`config.mk`:
```
export PLATFORM = sky130hd
export DESIGN_NAME = lsu_align_flat
export DESIGN_NICKNAME = d
export VERILOG_FILES = /design/src/rtl/mem_pkg.sv /design/src/rtl/lsu_align_if.sv /design/src/rtl/lsu_align_lane_align.sv /design/src/rtl/lsu_align.sv /design/src/flat_wrapper.sv
export SDC_FILE = /design/constraint.sdc
export NUM_CORES = 1
export LEC_CHECK = 0
export ABC_AREA = 1
export CAP_MARGIN = 5
export CORE_ASPECT_RATIO = 0.6
export CORE_MARGIN = 5
export CORE_UTILIZATION = 40
export DETAILED_ROUTE_END_ITERATION = 8
export PLACE_DENSITY = 0.65
export SLEW_MARGIN = 0
export SYNTH_ARGS = -nofsm -noshare
export SYNTH_HDL_FRONTEND = slang
export SYNTH_HIERARCHICAL = 1
export SYNTH_SLANG_ARGS = --single-unit
```
`constraint.sdc`:
```
create_clock -name i_clk -period 4.7 [get_ports i_clk]
set_clock_uncertainty 0.05 [all_clocks]
set_input_delay 0.94 -clock i_clk [delete_from_list [all_inputs] [get_ports i_clk]]
set_output_delay 0.94 -clock i_clk [all_outputs]
set_load 0.01 [all_outputs]
```
`src/rtl/mem_pkg.sv`:
```
// Shared data-memory definitions: depth, access-mode encodings, LSU states.
// Pure declarations; no latency or backpressure of its own.
package mem_pkg;

  localparam int RAM_SIZE_LOG_DEF = 8;

  localparam logic [2:0] BYTE        = 3'b000;
  localparam logic [2:0] HALF_WORD   = 3'b001;
  localparam logic [2:0] WORD        = 3'b010;
  localparam logic [2:0] U_BYTE      = 3'b100;
  localparam logic [2:0] U_HALF_WORD = 3'b101;

  typedef enum logic [1:0] {
    ST_IDLE  = 2'd0,
    ST_READ  = 2'd1,
    ST_WRITE = 2'd2,
    ST_RESP  = 2'd3
  } lsu_state_t;

  // Mode/alignment legality only; the address range is checked by the user.
  function automatic logic mode_legal(input logic we, input logic [2:0] mode,
                                      input logic [1:0] off);
    logic ok;
    ok = 1'b0;
    case (mode)
      BYTE:        ok = 1'b1;
      HALF_WORD:   ok = (off[0] == 1'b0);
      WORD:        ok = (off == 2'b00);
      U_BYTE:      ok = !we;
      U_HALF_WORD: ok = !we && (off[0] == 1'b0);
      default:     ok = 1'b0;
    endcase
    return ok;
  endfunction

endpackage

```
`src/rtl/lsu_align_if.sv`:
```
// Core-side request/response bus of the load/store unit.
// Request is valid/ready; the response is held until resp_ready.
interface lsu_align_if;
  logic        req_valid;
  logic        req_ready;
  logic        req_we;
  logic [2:0]  req_mode;
  logic [31:0] req_addr;
  logic [31:0] req_wdata;
  logic        resp_valid;
  logic        resp_ready;
  logic [31:0] resp_rdata;
  logic        resp_err;

  modport master (
    output req_valid, req_we, req_mode, req_addr, req_wdata, resp_ready,
    input  req_ready, resp_valid, resp_rdata, resp_err
  );

  modport slave (
    input  req_valid, req_we, req_mode, req_addr, req_wdata, resp_ready,
    output req_ready, resp_valid, resp_rdata, resp_err
  );
endinterface

```
`src/rtl/lsu_align_lane_align.sv`:
```
// Byte-lane extraction (load) and merge (store) for one memory word.
// Purely combinational; no backpressure.
module lane_align
  import mem_pkg::*;
(
  input  logic [31:0] i_word,
  input  logic [1:0]  i_offset,
  input  logic [2:0]  i_mode,
  input  logic [31:0] i_wdata,
  output logic [31:0] o_load,
  output logic [31:0] o_merge
);

  logic [31:0] w_x;

  assign w_x = i_word >> {i_offset, 3'b000};

  always_comb begin
    o_load = 32'd0;
    case (i_mode)
      BYTE:        o_load = {{24{w_x[7]}}, w_x[7:0]};
      U_BYTE:      o_load = {24'd0, w_x[7:0]};
      HALF_WORD:   o_load = {{16{w_x[15]}}, w_x[15:0]};
      U_HALF_WORD: o_load = {16'd0, w_x[15:0]};
      WORD:        o_load = w_x;
      default:     o_load = 32'd0;
    endcase
  end

  always_comb begin
    o_merge = i_word;
    case (i_mode)
      BYTE:      o_merge[{i_offset, 3'b000} +: 8]        = i_wdata[7:0];
      HALF_WORD: o_merge[{i_offset[1], 4'b0000} +: 16]   = i_wdata[15:0];
      WORD:      o_merge = i_wdata;
      default:   o_merge = i_word;
    endcase
  end

endmodule

```
`src/rtl/lsu_align.sv`:
```
// Word-granular LSU: loads read+extract, stores read-modify-write as WORD writes.
// Latency load 2 / store 3 / error 1 cycle; req_ready only in IDLE, response held until accepted.
module lsu_align
  import mem_pkg::*;
#(
  parameter int RAM_SIZE_LOG = RAM_SIZE_LOG_DEF
) (
  input  logic        i_clk,
  input  logic        i_reset,
  lsu_align_if.slave  bus,
  output logic [31:0] o_mem_ra,
  output logic [2:0]  o_mem_rm,
  input  logic [31:0] i_mem_rd,
  output logic        o_mem_we,
  output logic [31:0] o_mem_wa,
  output logic [2:0]  o_mem_wm,
  output logic [31:0] o_mem_wd
);

  localparam logic [32:0] ADDR_LIM = 33'd1 << (RAM_SIZE_LOG + 2);

  lsu_state_t  r_state;
  lsu_state_t  w_next;
  logic        r_we;
  logic [2:0]  r_mode;
  logic [31:0] r_addr;
  logic [31:0] r_wdata;
  logic [31:0] r_word;
  logic [31:0] r_rdata;
  logic        r_err;

  logic        w_accept;
  logic        w_legal;
  logic [31:0] w_lane_word;
  logic [31:0] w_load;
  logic [31:0] w_merge;
  logic [31:0] w_word_addr;

  assign w_accept    = bus.req_valid && (r_state == ST_IDLE);
  assign w_legal     = mode_legal(bus.req_we, bus.req_mode, bus.req_addr[1:0]) &&
                       ({1'b0, bus.req_addr} < ADDR_LIM);
  assign w_word_addr = {r_addr[31:2], 2'b00};
  // Loads extract from the live read data; stores merge into the captured word.
  assign w_lane_word = (r_state == ST_WRITE) ? r_word : i_mem_rd;

  lane_align u_lane (
    .i_word   (w_lane_word),
    .i_offset (r_addr[1:0]),
    .i_mode   (r_mode),
    .i_wdata  (r_wdata),
    .o_load   (w_load),
    .o_merge  (w_merge)
  );

  always_ff @(posedge i_clk) begin
    if (i_reset) begin
      r_state <= ST_IDLE;
      r_we    <= 1'b0;
      r_mode  <= WORD;
      r_addr  <= 32'd0;
      r_wdata <= 32'd0;
      r_word  <= 32'd0;
      r_rdata <= 32'd0;
      r_err   <= 1'b0;
    end else begin
      r_state <= w_next;
      if (w_accept) begin
        r_we    <= bus.req_we;
        r_mode  <= bus.req_mode;
        r_addr  <= bus.req_addr;
        r_wdata <= bus.req_wdata;
        r_rdata <= 32'd0;
        r_err   <= !w_legal;
      end
      if (r_state == ST_READ) begin
        r_word <= i_mem_rd;
        if (!r_we) r_rdata <= w_load;
      end
    end
  end

  always_comb begin
    w_next = r_state;
    case (r_state)
      ST_IDLE:  if (w_accept) w_next = w_legal ? ST_READ : ST_RESP;
      ST_READ:  w_next = r_we ? ST_WRITE : ST_RESP;
      ST_WRITE: w_next = ST_RESP;
      ST_RESP:  if (bus.resp_ready) w_next = ST_IDLE;
      default:  w_next = ST_IDLE;
    endcase
  end

  assign bus.req_ready  = (r_state == ST_IDLE);
  assign bus.resp_valid = (r_state == ST_RESP);
  assign bus.resp_rdata = r_rdata;
  assign bus.resp_err   = r_err;

  assign o_mem_rm = WORD;
  assign o_mem_wm = WORD;
  assign o_mem_ra = (r_state == ST_READ) ? w_word_addr : 32'd0;
  // Gated by reset so an aborted store drops its write enable immediately.
  assign o_mem_we = (r_state == ST_WRITE) && !i_reset;
  assign o_mem_wa = (r_state == ST_WRITE) ? w_word_addr : 32'd0;
  assign o_mem_wd = (r_state == ST_WRITE) ? w_merge : 32'd0;

endmodule

```
`src/flat_wrapper.sv`:
```
// flat-port wrapper written by rule: the top's interface ports become plain ports
module lsu_align_flat import mem_pkg::*;
#(
  parameter int RAM_SIZE_LOG = RAM_SIZE_LOG_DEF
)
  (i_clk, i_reset, o_mem_ra, o_mem_rm, i_mem_rd, o_mem_we, o_mem_wa, o_mem_wm, o_mem_wd, bus_req_valid, bus_req_we, bus_req_mode, bus_req_addr, bus_req_wdata, bus_resp_ready, bus_req_ready, bus_resp_valid, bus_resp_rdata, bus_resp_err);
  lsu_align_if bus_i ();
  input  logic i_clk;
  input  logic i_reset;
  output logic [31:0] o_mem_ra;
  output logic [2:0] o_mem_rm;
  input  logic [31:0] i_mem_rd;
  output logic o_mem_we;
  output logic [31:0] o_mem_wa;
  output logic [2:0] o_mem_wm;
  output logic [31:0] o_mem_wd;
  input wire logic [$bits(bus_i.req_valid)-1:0] bus_req_valid;
  input wire logic [$bits(bus_i.req_we)-1:0] bus_req_we;
  input wire logic [$bits(bus_i.req_mode)-1:0] bus_req_mode;
  input wire logic [$bits(bus_i.req_addr)-1:0] bus_req_addr;
  input wire logic [$bits(bus_i.req_wdata)-1:0] bus_req_wdata;
  input wire logic [$bits(bus_i.resp_ready)-1:0] bus_resp_ready;
  output wire logic [$bits(bus_i.req_ready)-1:0] bus_req_ready;
  output wire logic [$bits(bus_i.resp_valid)-1:0] bus_resp_valid;
  output wire logic [$bits(bus_i.resp_rdata)-1:0] bus_resp_rdata;
  output wire logic [$bits(bus_i.resp_err)-1:0] bus_resp_err;
  assign bus_i.req_valid = bus_req_valid;
  assign bus_i.req_we = bus_req_we;
  assign bus_i.req_mode = bus_req_mode;
  assign bus_i.req_addr = bus_req_addr;
  assign bus_i.req_wdata = bus_req_wdata;
  assign bus_i.resp_ready = bus_resp_ready;
  assign bus_req_ready = bus_i.req_ready;
  assign bus_resp_valid = bus_i.resp_valid;
  assign bus_resp_rdata = bus_i.resp_rdata;
  assign bus_resp_err = bus_i.resp_err;
  lsu_align #(.RAM_SIZE_LOG(RAM_SIZE_LOG)) u_core (.i_clk(i_clk), .i_reset(i_reset), .bus(bus_i), .o_mem_ra(o_mem_ra), .o_mem_rm(o_mem_rm), .i_mem_rd(i_mem_rd), .o_mem_we(o_mem_we), .o_mem_wa(o_mem_wa), .o_mem_wm(o_mem_wm), .o_mem_wd(o_mem_wd));
endmodule
```
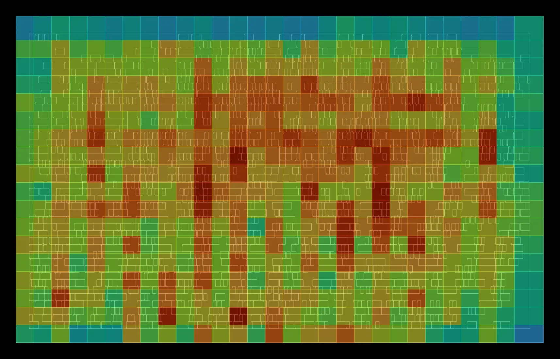
(congestion heat map)
utilization after layout: 53.9%
Most Crowded Layer GR: met1
grt met3 use: 8.62%

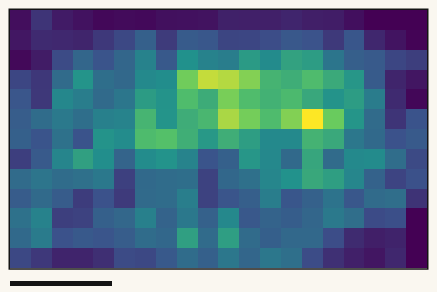
(routed metal per tile)
Bar = 50 um. The die is cut into 20 by 13 equal tiles; dark purple is low, yellow is high, scaled to the fullest tile. Values are wire area over tile area, all layers added.
tiles over half the peak: 20%
nearly empty tiles: 3.1%
mean over tiles: 0.23
WL per Instance: 17.0 um
Via Count: 10.5k
WL final: 35900 um
Tot GR Track Use: 26.9%

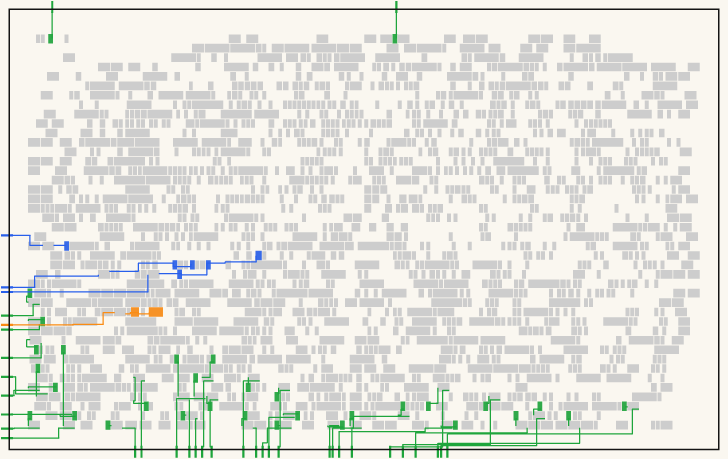
(I/O nets highlighted)
[bus_req_valid] orange | bits: 1 | direction: input | edge: left | end cells: 2 | wire: 41.2 um
[o_mem_ra] green | bits: 32 | direction: output | edge: 22 bottom, 8 left, 2 top | end cells: 32 | wire: 811 um
[bus_req_mode] blue | bits: 3 | direction: input | edge: left | end cells: 6 | wire: 150 um
number of port buffers: 231
I/O Pins: 242

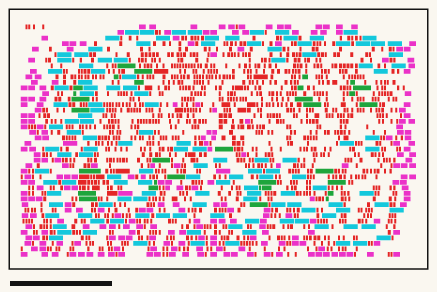
(placement by cell class)
Bar = 50 um.
[other buffers and delay cells] magenta | cells: 250
[all other logic] red | cells: 1389
[flip-flops] cyan | cells: 135
[clock drivers and dummy loads] green | cells: 32
Cell Rows: 42
sequential share of cell area: 22.6%
Final Cell Area: 11900 um^2

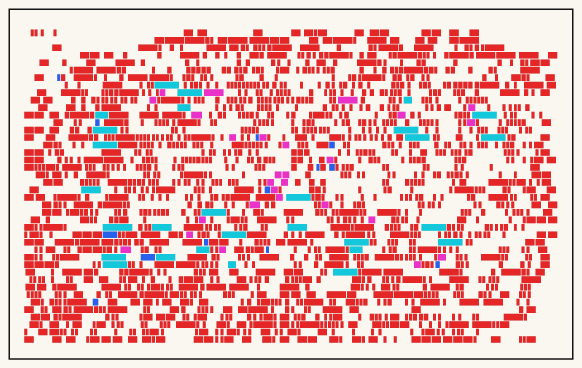
(cells by drive strength)
[drive 2] blue | cells: 13
[drive 6 and up] cyan | cells: 28
[drive 3 to 4] magenta | cells: 27
[drive 1 or less] red | cells: 1738

==> results.ini <==
[worst_setup_path]
cp.required_ps = 3710
path_max_fanout = 16
worstPathCellList = inv_1 > ha_2 > inv_1 > buf_4 > nand2_1 > nand2_1 > inv_1 > nand2_1 > nand2_1 > nor2_1 > nor2_1 > nand3_1 > nand2_1 > inv_1 > clkdlybuf4s50_1
cp_common_cell = nand2_1
arrival_ps = 3440
criticalPathCategory = flop to output port
reg2reg_setup_slack_ps = 1840
startpoint_type = flop
max_stage_delay_ps = 530
cp_slowest_cell = clkdlybuf4s50_1
cp-end-kind = output port

[cts]
cts_sinks = 135
cts.repair.resized = 0
cts-root-buf = clkbuf_16
clk_latency_ps = 430
clkTransAtPathRegs_ps = 60
htree_levels = 4
clockBufferDepth = 2
holdBufCountCts = 0
cts_tree = built
post-cts-setup-buffers = 0
cts_inserted_buffers = 17

[global_routing]
grt_pass1_vias = 9458
grt_max_degree = 95
grt_pass1_wl_um = 54700
overflow = 0
antenna_found_initial = 0

[synthesis]
syn-cell-area_um2 = 9070
ys_seq_share_pct = 29.8
ff_type = dfxtp_1
async_flop_share_pct = 0
edf_count = 0
ys_warn_count = 6
synth_stat.cells = 1631
synth_cell_types = 26
ys.flops = 135
ys_area_um2 = 9070
synth_cells = 1631
synth_area_per_cell_um2 = 5.56

[hold_path]
hold_path.class = flop to flop

[run_status]
status = completed

[final_timing]
finalHoldViolCount = 0
fin_hold_ws_ps = 415
rsz0062_at_grt = false
setup_viol = 0
post-route-period-util_pct = 94.3
max_slew_margin_pct = 44.5
min_period_ps = 4430
slew_violations = 0
tns_ps = 0
worst_pin_slew_ps = 833
fmax_mhz = 226

[pwr]
p_leak_nw = 5.91
powerSeq_w = 0.00178
comb_power_share_pct = 56.9
intPower_w = 0.00371
pg_comb_w = 0.00409
peakVddDrop_mv = 0.312
seq_power_share_pct = 24.8
swShare_pct = 48.5
top_power_group = combinational cells
clock_power_w = 0.00132
clkPwrFrac_pct = 18.4
power_per_cell_area_nw_per_um2 = 602
p_switching_w = 0.00349

[drt]
remaining_drc_errors = 0
drt_iter0_drc = 1165
avgViaCountPerCell = 4.97
firstDrtPassIters = 7
ant_nets = 0

[floorplanning]
die_h_um = 127
dieArea_um2 = 25900
coreArea_um2 = 22200
fp.dieW_um = 204
fp_util_pct = 40.9

[cells_and_area]
syn_to_final_growth_pct = 31.8
drive_gt1_share_pct = 3.77
diodes = 0
nFillCells = 2304
final_nets = 1906

[placed_design]
gp_congestion = 0.965
dpl.hpwl_um = 26800

[job]
warning_count = 33
max_cap_violations = 0

-- final timing paths --
kind | from | to | depth (start not counted)
setup / recovery | u_core/r_state[0] | o_mem_wd[10] | 15
hold / removal | u_core/bus.resp_rdata[25] | u_core/bus.resp_rdata[25] | 2
setup reg to reg | u_core/r_state[0] | u_core/bus.resp_rdata[1] | 12
hold reg to reg | u_core/bus.resp_rdata[25] | u_core/bus.resp_rdata[25] | 2
-- flip-flops by register name, summed over array words and instances (netlist names) --
name / cells
u_core/r_we: 1
u_core/r_addr: 32
u_core/bus.resp_err: 1
u_core/r_state: 2
u_core/r_wdata: 32
u_core/r_mode: 3
u_core/r_word: 32
u_core/bus.resp_rdata: 32
-- stage by stage --
step           std cells  total power (W)  setup WS, ps  utilization, %  cell area [um^2]
6_report            2114          0.00719           267            53.9             11900
5_1_grt             2114          0.00772           134            53.9             11900
4_1_cts             2114          0.00716           207            53.9             11900
3_5_place_dp        2082          0.00580           680            51.2             11400
3_3_place_gp        2082          0.00579           746            51.2             11400
2_1_floorplan       1639          0.00436          1710               -              9100
-- Yosys cell counts (all sizes together) (6+ instances only) --
master | number | share of area [%]
inv | 182 | 7.6
ha | 9 | 1.2
clkbuf | 30 | 1.2
dfxtp | 135 | 30
nand3 | 72 | 4.0
o211ai | 6 | 0.50
a21oi | 44 | 2.4
buf | 85 | 5.5
nor2 | 384 | 16
nand4 | 16 | 1.1
nand2 | 510 | 21
o21ai | 152 | 8.4
-- layout make-up --
cell class / count / area, um^2 / share of cell area, %
multi-input combinational: 1207 / 5100 / 42.7
sequential: 135 / 2700 / 22.6
timing repair buffer: 250 / 2490 / 20.9
inverter: 182 / 691 / 5.78
clock buffer: 22 / 484 / 4.05
tap: 308 / 385 / 3.23
clock inverter: 10 / 95.1 / 0.796
-- routing by layer --
| metal | part of all wire (%) | GRT usage, % | vias to the layer above | routed length, um |
|---|---|---|---|---|
| met5 | 0 | 0 | - | 0 |
| li1 | - | - | 5263 | - |
| met3 | 11 | 8.62 | 41 | 4050 |
| met4 | 1.9 | 6.18 | 0 | 664 |
| met1 | 49 | 41.6 | 4703 | 17600 |
| met2 | 38 | 35.4 | 505 | 13600 |
-- cell usage in the layout (no fill, tap or decap), types with 3 or more instances in the layout --
cell type,netlist,routed
o21ai_0,124,124
nor2_1,381,380
a21oi_1,44,44
clkinv_4,0,3
clkbuf_8,0,4
conb_1,2,10
dfxtp_1,135,135
nand2_1,507,507
o21ai_1,28,28
o211ai_1,6,6
nand3_1,72,72
inv_1,176,176
buf_4,18,16
ha_1,9,7
inv_2,4,4
buf_12,0,3
clkinv_2,0,3
nand4_1,16,16
clkdlybuf4s50_1,0,231
clkbuf_16,0,17
-- logic make-up after synthesis --
kind of cell / synth area share [%]
AND-OR/OR-AND: 11.4
adder cells (fa/ha/maj): 1.24
buffers and inverters: 14.4
flip-flops: 29.8
other: 0.0828
AND/OR/NAND/NOR: 43.1
-- critical path: cells and delay by family, from the launching register on --
family | cells | cell delay [ps]
adders and majority gates | 1 | 210
buffers and inverters | 6 | 1610
DFF | 1 | 400
and+or+nand+nor | 8 | 780
Power and IR drop assume default switching activity.
